==> src/rtl/thumb_halfword_fetch.sv <==
// Thumb fetch stage: reads one 32-bit word at a time and hands its two
// halfwords to the decoder over a valid/ready handshake, with branch flush.
module thumb_halfword_fetch #(
    parameter logic [31:0] RESET_PC = 32'h0000_0000
) (
    input  logic        clk,
    input  logic        rst,
    input  logic        flush_i,
    input  logic [31:0] flush_pc,
    output logic [31:0] mem_addr,
    output logic        mem_re,
    input  logic [31:0] mem_rdata,
    input  logic        mem_ready,
    output logic        out_valid,
    output logic [15:0] out_instr,
    output logic [31:0] out_pc,
    output logic        out_bl_prefix,
    input  logic        out_ready
);

    typedef enum logic [1:0] {
        START,
        FETCH,
        HAVE
    } state_t;

    state_t      state, state_nxt;
    logic [31:1] fetch_pc, fetch_pc_nxt;
    logic [31:0] buf_word, buf_word_nxt;

    // Halfword PCs only; the byte bit of a redirect target carries no meaning.
    logic unused_flush_bit;
    assign unused_flush_bit = flush_pc[0];

    always_ff @(posedge clk) begin
        if (rst) begin
            state    <= START;
            fetch_pc <= RESET_PC[31:1];
            buf_word <= 32'h0;
        end else begin
            state    <= state_nxt;
            fetch_pc <= fetch_pc_nxt;
            buf_word <= buf_word_nxt;
        end
    end

    always_comb begin
        state_nxt    = state;
        fetch_pc_nxt = fetch_pc;
        buf_word_nxt = buf_word;

        case (state)
            START: state_nxt = FETCH;
            FETCH: begin
                if (mem_ready) begin
                    buf_word_nxt = mem_rdata;
                    state_nxt    = HAVE;
                end
            end
            HAVE: begin
                if (out_ready) begin
                    fetch_pc_nxt = fetch_pc + 31'd1;
                    if (fetch_pc[1]) begin
                        state_nxt = FETCH;
                    end
                end
            end
            default: state_nxt = START;
        endcase

        // A redirect wins over everything, including a read landing this cycle.
        if (flush_i) begin
            fetch_pc_nxt = flush_pc[31:1];
            buf_word_nxt = buf_word;
            state_nxt    = FETCH;
        end
    end

    assign mem_re        = (state == FETCH);
    assign out_valid     = (state == HAVE);
    assign mem_addr      = {fetch_pc[31:2], 2'b00};
    assign out_pc        = {fetch_pc, 1'b0};
    assign out_instr     = fetch_pc[1] ? buf_word[31:16] : buf_word[15:0];
    assign out_bl_prefix = out_valid && (out_instr[15:11] == 5'b11110);

endmodule

==> config.mk <==
export PLATFORM = sky130hd
export DESIGN_NAME = thumb_halfword_fetch
export DESIGN_NICKNAME = d
export VERILOG_FILES = /design/src/rtl/thumb_halfword_fetch.sv
export SDC_FILE = /design/constraint.sdc
export NUM_CORES = 1
export LEC_CHECK = 0
export CORE_ASPECT_RATIO = 1.5
export CORE_MARGIN = 4
export CORE_UTILIZATION = 45
export DETAILED_ROUTE_END_ITERATION = 16
export PLACE_DENSITY = 0.92
export SYNTH_ARGS = -nofsm -noshare
export SYNTH_HDL_FRONTEND = slang
export SYNTH_SLANG_ARGS = --single-unit
export TNS_END_PERCENT = 10
==> constraint.sdc <==
create_clock -name clk -period 2.9 [get_ports clk]
set_input_delay 0.29 -clock clk [delete_from_list [all_inputs] [get_ports clk]]
set_output_delay 0.29 -clock clk [all_outputs]
set_load 0.05 [all_outputs]
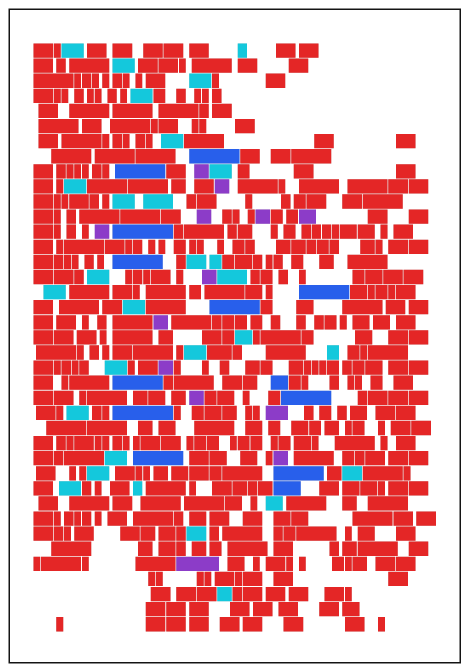
**Above:** run 1 (cell sizes after repair).
| color | size | cells | share |
|---|---|---|---|
| red | drive 1 or less | 514 | 90% |
| cyan | drive 2 | 29 | 5.1% |
| purple | drive 3 to 4 | 13 | 2.3% |
| blue | drive 6 and up | 13 | 2.3% |

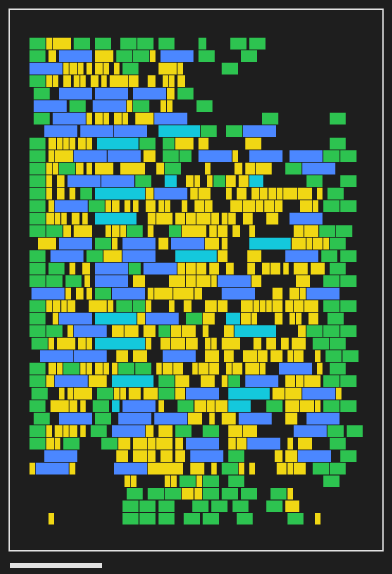
**Above:** run 1 (cell classes on the final placement).
Scale bar: 20 µm.
| color | class | cells |
|---|---|---|
| yellow | all other logic | 333 |
| blue | flops | 65 |
| green | other buffers and delay cells | 155 |
| cyan | clock drivers and dummy loads | 16 |
Rows: 39
sequential share of cell area: 0.249

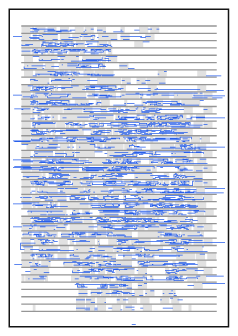
**Above:** run 1 (the metal 1 layer).
Supply wires on this layer in gray.
share of all routed wire: 37%
wire length on this layer: 4150 µm
main direction: horizontal

-- run 1: metrics by stage --
stage / utilization / hold slack, ns
CTS: 0.679 / 0.454
global placement: 0.636 / 0.439
floorplan: - / 0.412
detailed placement: 0.636 / 0.445
finish: 0.679 / 0.449
global route: 0.679 / 0.464
-- run 1: how the worst max path moves through the flow --
stage,from,endpoint,slack [ns],cells after the start
after floorplan,fetch_pc[1],out_bl_prefix,0.06,3
after global placement,out_ready,fetch_pc[20],0.50,5
after detailed placement,out_ready,fetch_pc[20],0.44,5
after CTS,state[1],out_valid,0.60,2
after global routing,state[1],out_valid,0.54,2
final,state[1],out_valid,0.60,2
-- run 1: registers in the layout, summed over array words and instances, names as in the netlist --
name      cells
buf_word     32
fetch_pc     31
state         2
-- run 1: area by class of cell --
cell class / count / area (µm²)
fill: 634 / 2470
multi-input combinational: 326 / 1930
timing repair buffer: 155 / 1520
sequential: 65 / 1300
clock buffer: 10 / 239
tap: 102 / 128
clock inverter: 6 / 90.1
inverter: 7 / 26.3
-- run 1: power breakdown --
group / switching (mW) / total (mW) / internal [mW]
combinational: 0.411 / 0.673 / 0.262
sequential: 0.0742 / 1.02 / 0.943
clock: 0.398 / 1.18 / 0.778
total: 0.884 / 2.87 / 1.98
-- run 1: Yosys cell counts, types with 8 or more instances --
cell type and n:
a311oi_1 10, a21oi_1 39, a211oi_1 9, clkbuf_1 24
nor2_1 30, nor4_1 9, nand3_1 16, nand2_1 87
mux2_2 17, nand4_1 14, nor3_1 8, dfxtp_1 65
buf_4 34
-- run 1: logic make-up (layout without fill, tap and decap cells) --
| group | Yosys count | count (layout) | share of synthesized area |
|---|---|---|---|
| compound gates | 89 | 89 | 0.162 |
| xor+xnor | 9 | 9 | 0.0219 |
| fa+ha+maj | 1 | 1 | 0.00348 |
| buf+inv | 68 | 178 | 0.107 |
| flops | 65 | 65 | 0.362 |
| mux | 17 | 17 | 0.0533 |
| other cells | 1 | 3 | 0.00104 |
| simple gates | 207 | 207 | 0.290 |
-- run 1: tightest hold or removal path: cells and delay by family (launching register included) --
family | cells | cell delay (ns)
DFF | 1 | 0.30
and+or+nand+nor | 1 | 0.05
AOI/OAI and AO/OA | 1 | 0.05
-- run 1: metal layers --
metal  part of all wire  vias up
met5                  0        -
met4              0.027        0
met3              0.090       26
li1                   -     1830
met1               0.37     1765
met2               0.52      175
==> flow_summary.toml, run 1 <==
# synthesis and place-and-route metrics
[global_routing]
grtUsageMet1 = 0.257
grt_pass1_vias = 3689
antenna_found_initial = 0
grt_pass1_wl_mm = 17.7

[synth]
ys.warnings.count = 0
netlist.area_leader.share = 0.362
netlist_area_um2 = 3590
ys_cells = 457
yosysChipArea_um2 = 3590

[cts]
cts_made_buffers = 9
cts_tree = "yes"
cts_root_buf = "clkbuf_16"
cts_resized = 0

[placed_design]
placedInstanceArea_um2 = 4910

[critical_path]
path_cells = "nor2b_1 -> clkdlybuf4s50_1"
r2r_cells = 4
cp.arrival_ns = 2.01

[worst_hold_path]
whs_endpoint = "buf_word[13]"

[finish]
n_antenna_cell = 0
lay_top_cells = "145 x clkdlybuf4s50_1, 87 x nand2_1, 65 x dfxtp_1, 39 x a21oi_1, 30 x nor2_1"

[status]
status = "finished, final reports clean"
--- run 2 (diff from run 1) ---
CORE_UTILIZATION = 39   (was 45)
PLACE_DENSITY = 0.85   (was 0.92)
clock period = 1.97 ns   (was 2.9 ns; I/O delays follow)
==> flow_summary.toml, run 2 <==
# synthesis and place-and-route metrics
[finish]
reg_top3 = "buf_word x32, fetch_pc x31, state x2"
nNetsFinal = 668
utilization = 0.622
n_antenna_cell = 0
max_flop_register = "buf_word"
largest_reg_flops = 32
lay_top_cells = "125 x clkdlybuf4s50_1, 87 x nand2_1, 59 x buf_4, 50 x dfxtp_1, 39 x a21oi_1"
fill_cells = 765
comb_area_um2 = 1960
seq_area_um2 = 1350

[die]
chip_area_um2 = 10800
num_rows = 42

[synth]
ys_seq_share = 0.362
ys_cells = 457
common_cells = "87 x nand2_1, 65 x dfxtp_1, 39 x a21oi_1"
netlist_area_um2 = 3590
yosysChipArea_um2 = 3590
netlist.area_leader.share = 0.362
ys.warnings.count = 0
most_common_cell = "nand2_1"

[global_routing]
grt_pass1_vias = 4016
grt_pass1_wl_mm = 18.6
antenna_found_initial = 0

[cts]
clk_pin_slew_ns = 0.05
cts_made_buffers = 9
cts_root_buf = "clkbuf_16"
cts_tree = "yes"

[pwr]
seqPwrFrac = 0.350
internal-power_mw = 2.92
power.switching_mw = 1.30
combinationalPowerShare = 0.251
p_sw_frac = 0.308
pwr-share-clk = 0.398

[critical_path]
endpoint_kind = "output port"
critPathMaxFanout = 7
cp.arrival_ns = 1.72

[status]
status = "finished, final reports clean"

[placed_design]
placedInstanceArea_um2 = 5170
-- run 2: cell count changes in the layout (fill, tap and decap cells not counted), sizes merged --
cell,before,now
buf,10,64
clkdlybuf4s50,145,125
clkbuf,10,11
clkinvlp,1,0
-- run 2: cells by family after synthesis --
kind of cell               synth area share
buffers and inverters                 0.107
muxes                                0.0533
and+or+nand+nor                       0.290
adders and majority gates           0.00348
other                               0.00104
AOI/OAI and AO/OA                     0.162
DFF                                   0.362
xor gates and xnor gates             0.0219
-- run 2: power groups by stage --
stage,registers (mW),logic (mW),clock network [mW]
floorplan,1.66,0.501,0
global placement,1.50,1.03,0
detailed placement,1.50,1.04,0
CTS,1.48,1.05,1.71
global route,1.49,1.11,1.75
finish,1.48,1.06,1.68
-- run 2: through the flow --
step | hold slack [ns] | setup WS (ns) | power [mW] | instances
after floorplan | 0.319 | -0.248 | 2.16 | 459
after detailed placement | 0.447 | -0.173 | 2.55 | 692
final | 0.260 | 0.0496 | 4.22 | 713
after CTS | 0.254 | 0.0144 | 4.24 | 709
after global routing | 0.294 | -0.0114 | 4.34 | 713
after global placement | 0.439 | -0.0859 | 2.53 | 692
-- run 2: path summary, 6_finish.rpt --
check,slack (ns),end,startpoint,cells past startpoint
setup / recovery,0.05,out_bl_prefix,fetch_pc[1],5
hold / removal,0.26,buf_word[28],rst,2
setup reg to reg,0.05,fetch_pc[26],fetch_pc[5],5
hold reg to reg,0.45,buf_word[23],buf_word[23],2
-- run 2: critical path, stage by stage, from the launching register on --
cell,delay (ns)
dfxtp_4,0.35
buf_6,0.14
mux2_4,0.21
nand4_1,0.17
nor4b_4,0.35
buf_12,0.18
-- run 2: layout make-up --
class | instances | share of cell area
Clock inverter | 5 | 0.0142
Tap cell | 110 | 0.0248
Multi-Input combinational cell | 326 | 0.354
Clock buffer | 11 | 0.0419
Inverter | 7 | 0.00473
Timing Repair Buffer | 189 | 0.319
Sequential cell | 65 | 0.242
-- run 2: layer usage --
metal / up-vias / global-route usage / part of all wire
li1: 1893 / - / -
met1: 1917 / 0.211 / 0.35
met2: 194 / 0.390 / 0.53
met3: 31 / 0.0678 / 0.090
met4: 0 / 0.0881 / 0.026
met5: - / 0 / 0
-- run 2: repair_timing --
action | in CTS | in global routing
pin swaps | 1 | 4
hold buffers | 0 | 0
setup endpoints to repair | 1 | 2
setup buffers | 1 | 4
gates resized | 1 | 7
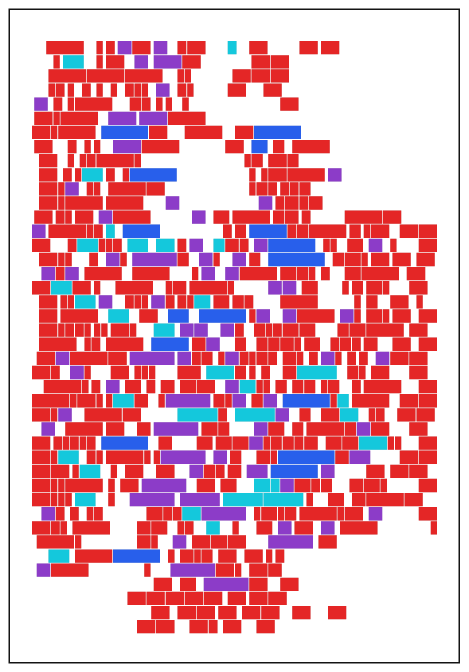
**Above:** run 2 (cell sizes after repair).
| color | size | cells | share |
|---|---|---|---|
| blue | drive 6 and up | 16 | 2.7% |
| red | drive 1 or less | 478 | 79% |
| purple | drive 3 to 4 | 77 | 13% |
| cyan | drive 2 | 32 | 5.3% |
Worst Slack Setup Final: 0.0496 ns
Repair and plain buffers: 189
area delta synth->final: 54.5%
design area: 5560 µm²

Power figures rest on the tool's default switching activity, not on a simulated workload.
